--- config.mk ---
export PLATFORM = sky130hd
export DESIGN_NAME = delay_probe_meter
export DESIGN_NICKNAME = d
export VERILOG_FILES = /design/src/rtl/delay_probe_meter.sv
export SDC_FILE = /design/constraint.sdc
export NUM_CORES = 1
export LEC_CHECK = 0
export ABC_AREA = 1
export CAP_MARGIN = 20
export CELL_PAD_IN_SITES_DETAIL_PLACEMENT = 1
export CELL_PAD_IN_SITES_GLOBAL_PLACEMENT = 2
export CORE_ASPECT_RATIO = 1.75
export CORE_MARGIN = 2
export CORE_UTILIZATION = 30
export DETAILED_ROUTE_END_ITERATION = 10
export PLACE_DENSITY = 0.94
export SYNTH_ARGS = -nofsm -noshare
export SYNTH_HDL_FRONTEND = slang
export SYNTH_SLANG_ARGS = --single-unit
--- constraint.sdc ---
create_clock -name clock -period 2.3 [get_ports clock]
set_clock_uncertainty 0.1 [all_clocks]
set_input_delay 0.69 -clock clock [delete_from_list [all_inputs] [get_ports clock]]
set_output_delay 0.69 -clock clock [all_outputs]
set_load 0.03 [all_outputs]
--- src/rtl/delay_probe_meter.sv ---
// Measures the latency of an external delay line: flush, launch one probe word,
// count cycles until it returns, or give up after MAX_DELAY cycles.
module delay_probe_meter #(
    parameter int unsigned        DATA_W    = 8,
    parameter int unsigned        CNT_W     = 8,
    parameter int unsigned        MAX_DELAY = 200,
    parameter logic [DATA_W-1:0]  PROBE     = DATA_W'(8'hA5)
) (
    input  logic              clock,
    input  logic              reset,
    input  logic              start,
    input  logic [DATA_W-1:0] line_in,
    output logic [DATA_W-1:0] probe_out,
    output logic              busy,
    output logic              done,
    output logic              timeout,
    output logic [CNT_W-1:0]  delay_count
);

    localparam logic [CNT_W-1:0] LAST = CNT_W'(MAX_DELAY);

    typedef enum logic [1:0] {
        S_IDLE = 2'd0,
        S_ARM  = 2'd1,
        S_WAIT = 2'd2
    } state_t;

    state_t             state, state_n;
    logic [CNT_W-1:0]   cnt, cnt_n;
    logic [DATA_W-1:0]  probe_n;
    logic               busy_n, done_n, timeout_n;
    logic [CNT_W-1:0]   count_n;

    // One counter serves both phases: flush length in ARM, elapsed cycles in WAIT.
    always_comb begin
        state_n   = state;
        cnt_n     = cnt;
        probe_n   = '0;
        busy_n    = busy;
        done_n    = 1'b0;
        timeout_n = timeout;
        count_n   = delay_count;
        case (state)
            S_IDLE: begin
                if (start) begin
                    state_n = S_ARM;
                    cnt_n   = '0;
                    busy_n  = 1'b1;
                end
            end
            S_ARM: begin
                if (cnt == LAST) begin
                    state_n = S_WAIT;
                    cnt_n   = '0;
                    probe_n = PROBE;
                end else begin
                    cnt_n = cnt + 1'b1;
                end
            end
            S_WAIT: begin
                if (line_in == PROBE) begin
                    state_n   = S_IDLE;
                    count_n   = cnt;
                    timeout_n = 1'b0;
                    done_n    = 1'b1;
                    busy_n    = 1'b0;
                end else if (cnt == LAST) begin
                    state_n   = S_IDLE;
                    count_n   = LAST;
                    timeout_n = 1'b1;
                    done_n    = 1'b1;
                    busy_n    = 1'b0;
                end else begin
                    cnt_n = cnt + 1'b1;
                end
            end
            default: begin
                state_n = S_IDLE;
                busy_n  = 1'b0;
            end
        endcase
    end

    always_ff @(posedge clock or posedge reset) begin
        if (reset) begin
            state       <= S_IDLE;
            cnt         <= '0;
            probe_out   <= '0;
            busy        <= 1'b0;
            done        <= 1'b0;
            timeout     <= 1'b0;
            delay_count <= '0;
        end else begin
            state       <= state_n;
            cnt         <= cnt_n;
            probe_out   <= probe_n;
            busy        <= busy_n;
            done        <= done_n;
            timeout     <= timeout_n;
            delay_count <= count_n;
        end
    end

endmodule

### Wiring by layer

(6 px per um)
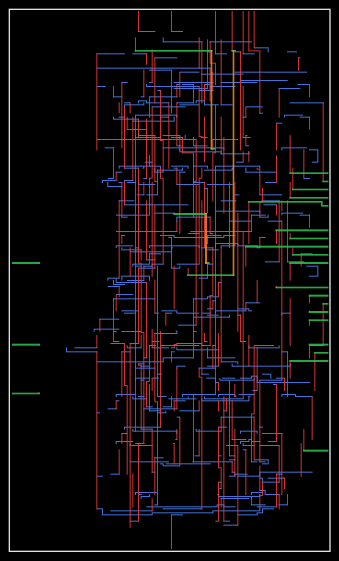
layer	colour	wire length
M3	green	146 um
M4	orange	61.9 um
M2	red	1,620 um
M1	blue	1,060 um

### Close-up of the layout

Region (30, 13) to (50, 33) um. Cells in grey, sequential cells in the stronger grey; small squares are vias.
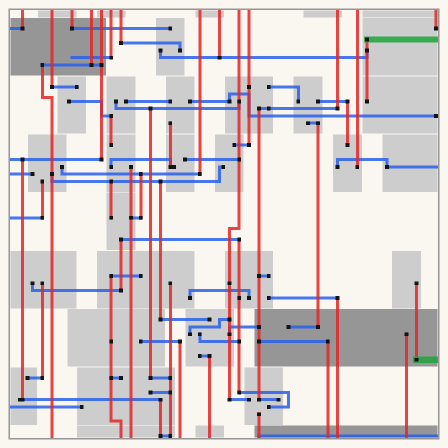
layer	colour
M2	red
M3	green
M1	blue
cells with their middle in the window	25
most frequent	inv_1 (5), nand2_1 (4)
sequential cells in the window	1
netlist names of flops here include	`busy` (1)

### Clock wires, drivers and flops

(4 px per um)
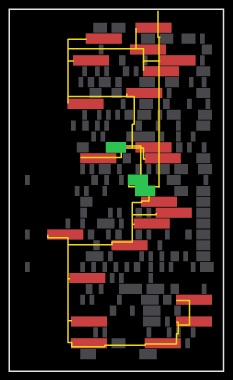
[clock wires] yellow | length: 304 um
[flip-flops] red | count: 22
[clock-net drivers] green | count: 3
routed clock nets	4

### Routing congestion map

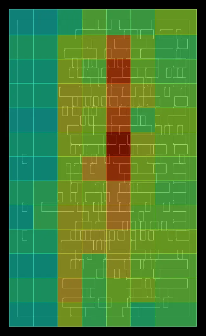
met1 global-route usage: 0.143
M3 GR Usage: 0.0150
GRT busiest layer: met2
total track usage: 0.138
met2 usage: 0.259

==> CHANGELOG.md <==
### Physical design

- Worst-path maximum fanout: 2
- Vias after detailed routing: 1,055
- Ant diodes: 0
- WHS Path Cells: 2
- # Cells Yosys: 157
- Port-buffer cells: 25
- Synth area leader: dfrtp_1
- Cell count after synthesis: 157
- # nets final: 203
- Synth unique cells: 20
- Comb pwr share: 0.413
- Starting Density: 0.309
- Final Power: 1.18 mW
- Inverters: 27
- WP data required: 1.51 ns
- Area reported by Yosys stat: 1270 um^2
- Met3 WL: 145 um
- Post-CTS setup buffers: 0
- Die Size: 4790 um^2
- Outcome: finished, final reports clean
- Rows: 31
- Overflow after GRT: 0
- Final Slew Violations: 0
- Seq share, synth: 0.433
- CTS tree: built
- Uppermost layer routed: met4
- Routability congestion estimate: 0.798
- Design area: 1600 um^2
- Clock buf count: 3
- Drt total wl: 2890 um
- Worst Reg2Reg Path Length in Cells: 9
- Number of routed nets with antenna violations: 0
- Seq area share: 0.345
- CTS Buf Count: 3
- Register area: 551 um^2
- Sink Count: 22
- Sw frac: 0.402
- Share of layout cells above drive strength 1: 0.0765
- Final setup viols: 0
- Crit end category: output pin
- Pint: 0.708 mW
- Psw: 0.476 mW
- RSZ-0062 raised after global routing: false
- Critical path's slowest cell: clkdlybuf4s50_1
- Hold worst-path end: busy
- Worst r2r src: cnt[0]
- Finished Layout Cells: 232
- HPWL after DPL: 2400 um
- Post-Route M1 WL: 1060 um
- Worst Setup Slack, final: 0.196 ns
- Area fraction of clock buffers and clock inverters: 0.0258
- R2R Setup Slk: 0.57 ns
- Peak VDD IR: 0.351 mV
- Pre-CTS setup slack: 0.119 ns
- Syn_area_per_cell: 8.10 um^2
- Slowest cell delay on critical path: 0.68 ns
- Fmax: 475 MHz
- Worst path bufs/invs: 1
- Top-area cell share: 0.433
- # fillers: 509
- First-pass GRT wire length: 5000 um
- Routed WL per cell: 12.5 um
- Buffers, non-clock: 27
- Comb gates: 104
- Max-cap violations: 0
- R2r endpoint: state[1]
- Die Wd: 53.2 um
- DRC errors left: 0
- Synth area leaders: dfrtp_1, nand2_1, inv_1
- Largest net degree at the start of global routing: 23
- Critical path class: flip-flop to output pin
- Cells after DPL: 229
- Final hold vios: 0
- Largest cell class by area: multi-input combinational cells
- Crit path time final: 2.10 ns
- IO Pins: 30
- Worst-path cell chain: clkdlybuf4s50_1
- Via/cell ratio: 4.55
- Die H: 90.1 um
- Core Area: 4110 um^2
- Number of DRC markers in iteration 0: 16
[power groups by stage]
stage | clock (mW) | combinational, mW | sequential [mW]
finish | 0.236 | 0.489 | 0.459
global placement | 0 | 0.492 | 0.464
global route | 0.261 | 0.558 | 0.465
detailed placement | 0 | 0.502 | 0.466
CTS | 0.244 | 0.504 | 0.460
floorplan | 0 | 0.342 | 0.482
[registers in the layout (all words and copies together) (netlist names)]
signal       flops
busy             1
cnt              8
delay_count      8
done             1
probe_out        1
state            2
timeout          1
[how the worst max path moves through the flow]
| stage | slack, ns | from | depth (start not counted) | to |
|---|---|---|---|---|
| final | 0.20 | delay_count[6] | 1 | delay_count[6] |
| after global routing | 0.12 | probe_out[5] | 1 | probe_out[5] |
| after CTS | 0.18 | delay_count[1] | 1 | delay_count[1] |
| after detailed placement | 0.12 | line_in[2] | 8 | delay_count[2] |
| after global placement | 0.17 | line_in[2] | 8 | delay_count[1] |
| after floorplan | 0.66 | line_in[6] | 8 | delay_count[0] |
[cells in the mapped netlist (all sizes together)]
cell / instances
o21ai: 6
a21oi: 3
nand4: 3
conb: 1
nand2: 45
buf: 7
inv: 27
nor2: 15
o22a: 1
ha: 7
xor2: 5
nand3: 15
dfrtp: 22
[cells by family after synthesis]
kind of cell,Yosys count,share of synthesized area
XOR/XNOR,5,0.0344
AND-OR/OR-AND,10,0.0522
flip-flops,22,0.433
adder cells (fa/ha/maj),7,0.0689
buffers and inverters,34,0.127
other,1,0.00295
AND/OR/NAND/NOR,78,0.282
[cells in the final DEF (no fill, tap or decap), types with 3 or more instances in the layout]
master and n:
o21ai_0 6, xor2_1 5, nand3_1 13, clkbuf_8 3, conb_1 4, nor2_1 13, dfrtp_1 22, ha_1 7
clkdlybuf4s50_1 25, nand4_1 3, inv_1 26, nand2_1 43
Power figures rest on the tool's default switching activity, not on a simulated workload.
